==> src/rtl/sram_dp_pkg.sv <==
// Shared constants and helpers for the pipelined dual-port SRAM.
package sram_dp_pkg;

  localparam int DEFAULT_WIDTH   = 8;
  localparam int DEFAULT_DEPTH   = 8;
  localparam int DEFAULT_LATENCY = 5;
  localparam int MAX_LATENCY     = 16;

  // Address width for a given depth; a one-bit address is the minimum.
  function automatic int addr_width(input int depth);
    return (depth < 2) ? 1 : $clog2(depth);
  endfunction

endpackage

==> src/rtl/sram_dp_delay_line.sv <==
// LATENCY-deep valid/data shift register. Only the valid chain is cleared;
// each data stage loads only when its incoming valid is set, so the last stage holds.
module sram_dp_delay_line #(
  parameter int WIDTH   = 8,
  parameter int LATENCY = 5
) (
  input  logic             clk_i,
  input  logic             rst_i,
  input  logic             vld_i,
  input  logic [WIDTH-1:0] data_i,
  output logic             vld_o,
  output logic [WIDTH-1:0] data_o
);

  for (genvar gi = 0; gi < LATENCY; gi++) begin : g_stage
    logic             vld_reg;
    logic [WIDTH-1:0] data_reg;
    logic             vld_in;
    logic [WIDTH-1:0] data_in;

    if (gi == 0) begin : g_head
      assign vld_in  = vld_i;
      assign data_in = data_i;
    end else begin : g_tail
      assign vld_in  = g_stage[gi-1].vld_reg;
      assign data_in = g_stage[gi-1].data_reg;
    end

    always_ff @(posedge clk_i) begin
      if (rst_i) begin
        vld_reg <= 1'b0;
      end else begin
        vld_reg <= vld_in;
      end
    end

    always_ff @(posedge clk_i) begin
      if (vld_in) begin
        data_reg <= data_in;
      end
    end
  end

  assign vld_o  = g_stage[LATENCY-1].vld_reg;
  assign data_o = g_stage[LATENCY-1].data_reg;

endmodule

==> src/rtl/sram_dp_pipelined.sv <==
// Pipelined simple dual-port SRAM: one write and one read per cycle, fixed read latency.
// Define SRAM_DP_WRITE_FORWARD_EN for write-first same-address behaviour (read-first otherwise).
module sram_dp_pipelined
  import sram_dp_pkg::*;
#(
  parameter int WIDTH   = DEFAULT_WIDTH,
  parameter int DEPTH   = DEFAULT_DEPTH,
  parameter int LATENCY = DEFAULT_LATENCY
) (
  input  logic                         clk_i,
  input  logic                         rst_i,
  input  logic                         wen_i,
  input  logic                         ren_i,
  input  logic [addr_width(DEPTH)-1:0] waddr_i,
  input  logic [addr_width(DEPTH)-1:0] raddr_i,
  input  logic [WIDTH-1:0]             data_i,
  output logic [WIDTH-1:0]             data_o,
  output logic                         vld_o
);

  localparam int AW = addr_width(DEPTH);
  localparam logic [AW:0] DEPTH_LIMIT = DEPTH[AW:0];

  if (LATENCY < 1 || LATENCY > MAX_LATENCY) begin : g_bad_latency
    $error("sram_dp_pipelined: LATENCY out of range");
  end

  logic [WIDTH-1:0] mem [DEPTH];
  logic             wr_in_range;
  logic             rd_in_range;
  logic [WIDTH-1:0] rd_word;
  logic             dl_vld;
  logic [WIDTH-1:0] dl_data;
  logic             have_data_reg;

  assign wr_in_range = ({1'b0, waddr_i} < DEPTH_LIMIT);
  assign rd_in_range = ({1'b0, raddr_i} < DEPTH_LIMIT);

  always_ff @(posedge clk_i) begin
    if (wen_i && wr_in_range) begin
      mem[waddr_i] <= data_i;
    end
  end

  // Out-of-range reads still travel the pipe, carrying zero.
  always_comb begin
    rd_word = '0;
    if (rd_in_range) begin
`ifdef SRAM_DP_WRITE_FORWARD_EN
      if (wen_i && (waddr_i == raddr_i)) begin
        rd_word = data_i;
      end else begin
        rd_word = mem[raddr_i];
      end
`else
      rd_word = mem[raddr_i];
`endif
    end
  end

  // Stage 0 of the delay line is the registered array read.
  sram_dp_delay_line #(
    .WIDTH  (WIDTH),
    .LATENCY(LATENCY)
  ) u_delay_line (
    .clk_i (clk_i),
    .rst_i (rst_i),
    .vld_i (ren_i),
    .data_i(rd_word),
    .vld_o (dl_vld),
    .data_o(dl_data)
  );

  // The data chain has no reset, so data_o reads zero until a post-reset result lands.
  always_ff @(posedge clk_i) begin
    if (rst_i) begin
      have_data_reg <= 1'b0;
    end else if (dl_vld) begin
      have_data_reg <= 1'b1;
    end
  end

  assign vld_o  = dl_vld;
  assign data_o = (have_data_reg || dl_vld) ? dl_data : '0;

endmodule

==> config.mk <==
export PLATFORM = sky130hd
export DESIGN_NAME = sram_dp_pipelined
export DESIGN_NICKNAME = d
export VERILOG_FILES = /design/src/rtl/sram_dp_pkg.sv /design/src/rtl/sram_dp_delay_line.sv /design/src/rtl/sram_dp_pipelined.sv
export SDC_FILE = /design/constraint.sdc
export NUM_CORES = 1
export LEC_CHECK = 0
export CORE_ASPECT_RATIO = 1.2
export CORE_UTILIZATION = 25
export CTS_CLUSTER_SIZE = 20
export DETAILED_ROUTE_END_ITERATION = 16
export GPL_ROUTABILITY_DRIVEN = 0
export GPL_TIMING_DRIVEN = 0
export PLACE_DENSITY_LB_ADDON = 0.3
export SYNTH_ARGS = -nofsm -noshare
export SYNTH_HDL_FRONTEND = slang
export SYNTH_SLANG_ARGS = --single-unit
==> constraint.sdc <==
create_clock -name clk_i -period 3.8 [get_ports clk_i]
set_input_delay 0.95 -clock clk_i [delete_from_list [all_inputs] [get_ports clk_i]]
set_output_delay 0.95 -clock clk_i [all_outputs]
set_load 0.05 [all_outputs]
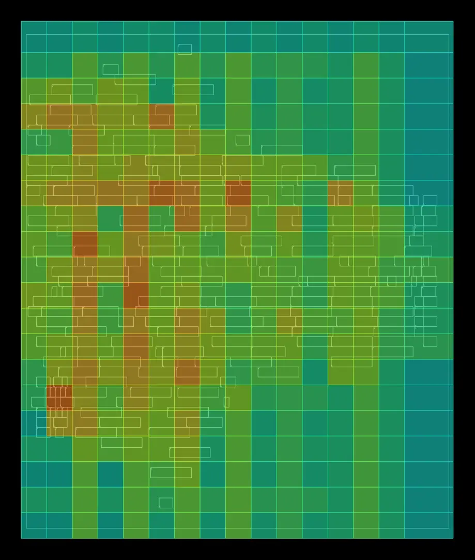
(routing congestion)
fraction of met2 tracks used by global routing: 0.137
Post-Route Utilization: 0.311

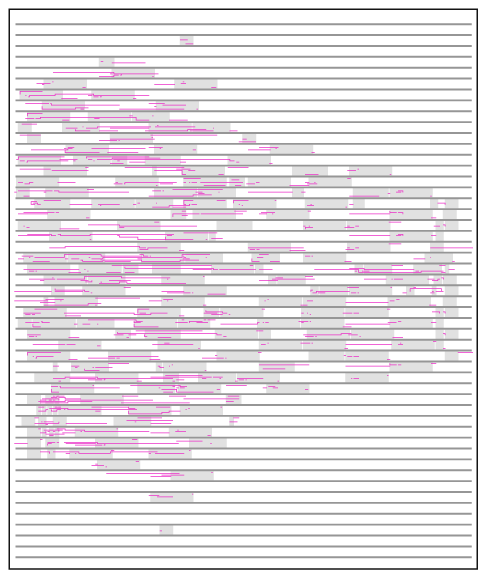
(met1 routing)
Scale: 4 px per µm. Supply wires on this layer in grey. Cells faint in the background.
The wires run mostly horizontal. The layer holds 42% of the routed length. 199 nets have wire on it.

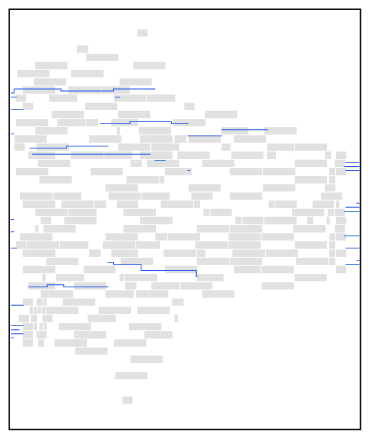
(metal 3)
Scale: 3 px per µm. Cells faint in the background.
25 nets have wire on it. The wires run mostly horizontal. The longest straight run is 39.1 µm. The layer holds 5.2% of the routed length.
Global Route met3 Usage: 0.0379
overall routed net length: 5850 µm
via count: 1601

==> out/summary.txt <==
Run status: finished, final reports clean
Area post-placement: 4440 µm²
Max Clk Rate: 0.359 GHz
Number of gates given a new drive strength after cts: 0
Switching part of the total: 0.195
Mean cell area of the mapped netlist: 23.6 µm²
Post-Syn Instances: 167
List of most frequent post-synthesis cells: sky130_fd_sc_hd__edfxtp_1 (104), sky130_fd_sc_hd__mux4_1 (15), sky130_fd_sc_hd__nor2b_1 (13)
Violation count after the first detailed-route iteration: 48
EDFF count, synth: 104
Largest delay contributor family on the critical path: buffers and inverters
Post-DP HPWL: 3630 µm
Post-cts hold buffer count: 0
Drt first pass iters: 4
Wire length on met3: 302 µm
Power density over cell area: 507 nW/µm²
Biggest area contributors in the synthesized netlist: sky130_fd_sc_hd__edfxtp_1 (79%), sky130_fd_sc_hd__mux4_1 (10%), sky130_fd_sc_hd__dfxtp_1 (3.0%)
Maximum ir drop on the vdd rail: 404 µV
Xor and xnor area share after synthesis: 0
Setup violations, final: 0
Area share of the leading cell type in the synthesized netlist: 0.792
DRC: 0
Switch Pwr: 0.468 mW
Flip-flop count of the largest register, all copies and words added: 64
Kind of critical path: reg -> out
Final min period: 2.78 ns
Synthesis area per yosys: 3940 µm²
Relative contribution of sequential cells to total power: 0.575
Total Power Consumption: 2.40 mW
Simple-gate share of the synthesized area: 0.0375
Global routing's busiest layer: met2
Share of post-route cells with drive strength above 1: 0.136
Total negative setup slack: 0 ns
Horizontal die size: 117 µm
Residual overflow from global routing: 0
# Post-CTS Setup Buffers: 0
Dominant cell by count in the synthesized netlist: sky130_fd_sc_hd__edfxtp_1
# placed instances: 394
Wire length of the first global-routing pass: 9290 µm
Fin nets: 219
Worst Hold Class: reg -> reg
Most common logic cells in the final layout: sky130_fd_sc_hd__edfxtp_1 (104), sky130_fd_sc_hd__clkdlybuf4s50_1 (23), sky130_fd_sc_hd__mux4_1 (15), sky130_fd_sc_hd__nor2b_1 (13), sky130_fd_sc_hd__clkbuf_16 (9)
Count of filler cells inserted in the layout: 1564
Syn Std Cell Area: 3940 µm²
Clock buffer count from CTS: 9
I/O Pins: 27
Slowest library cell on the worst path: sky130_fd_sc_hd__clkdlybuf4s50_1
Clk Latency, worst-skew pair: 0.35 ns
Std-Cell Rows: 49
Power Combinational: 0.0956 mW
Final Hold Slack: 0.414 ns
Cell-internal power: 1.93 mW
Met1 track demand over resource in global routing: 0.0913
Final Max Tran Viols: 0
Dominant kind of combinational cell: multiplexers
Nets at Floorplan: 185
Number of port buffers: 23
Clock Power: 0.924 mW
Worst Path Buf+Inv: 1
Worst setup slack before clock tree synthesis: 0.965 ns
Logic gate share of total power: 0.040
Dominant flop cell: sky130_fd_sc_hd__edfxtp_1
Post-synthesis register bit count: 110
Worst endpoint data arrival time: 1.83 ns
Leakage: 1.50 nW
Core Footprint: 15200 µm²
Final setup slack of the worst path: 1.02 ns
Routed length on met1: 2450 µm
Syn-to-layout area delta: 20.0%
Fraction of synthesis flops using an asynchronous set or reset pin: 0
Clock transition at the registers of the reported paths: 0.06 ns
Routed WL per cell: 14.3 µm
Critical-path cell list: nor2_1, nor2b_1, clkdlybuf4s50_1
Number of maximum-capacitance constraint violations: 0
CP Launch Type: flip-flop
Chip area: 16300 µm²
Worst-case clock skew: 0.0107 ns
Critical path capture point type: output pin
Detailed route wirelength on metal2: 3010 µm
Clock root buffer master: sky130_fd_sc_hd__clkbuf_16
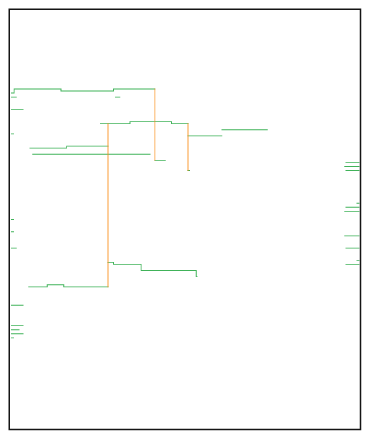
(signal wires by layer)
Scale: 3 px per µm. Two of the layers only.
Orange is metal 4, wire length 93.8 µm. Green is metal 3, wire length 303 µm.

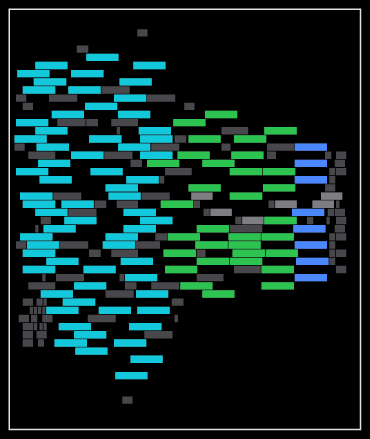
(where the registers sit)
Scale: 3 px per µm.
Blue is u_delay_line.data_o, sequential cells 8, where right middle. Cyan is mem, sequential cells 64. Green is u_delay_line.g_stage.data_reg, sequential cells 32.
Another 6 sequential cells are not coloured.
flip-flop and latch share of the layout cell area: 0.686
P_seq: 1.38 mW

area by class of cell:
class                           count  area (µm²)  share of cell area
Clock buffer                       10         229              0.0484
Clock inverter                      6        65.1              0.0138
Tap cell                          204         255              0.0540
Buffer                              5        43.8             0.00926
Multi-Input combinational cell     52         664               0.140
Timing Repair Buffer               23         230              0.0487
Sequential cell                   110        3240               0.686
worst paths after layout:
kind,startpoint,end,slack (ns),depth (start not counted)
worst max-delay path,have_data_reg,data_o[3],1.02,3
worst min-delay path,u_delay_line.g_stage[1].data_reg[6],u_delay_line.g_stage[2].data_reg[6],0.41,0
worst max register to register,mem[3][3],u_delay_line.g_stage[0].data_reg[3],2.38,2
worst min register to register,u_delay_line.g_stage[1].data_reg[6],u_delay_line.g_stage[2].data_reg[6],0.41,0
Power figures rest on the tool's default switching activity, not on a simulated workload.
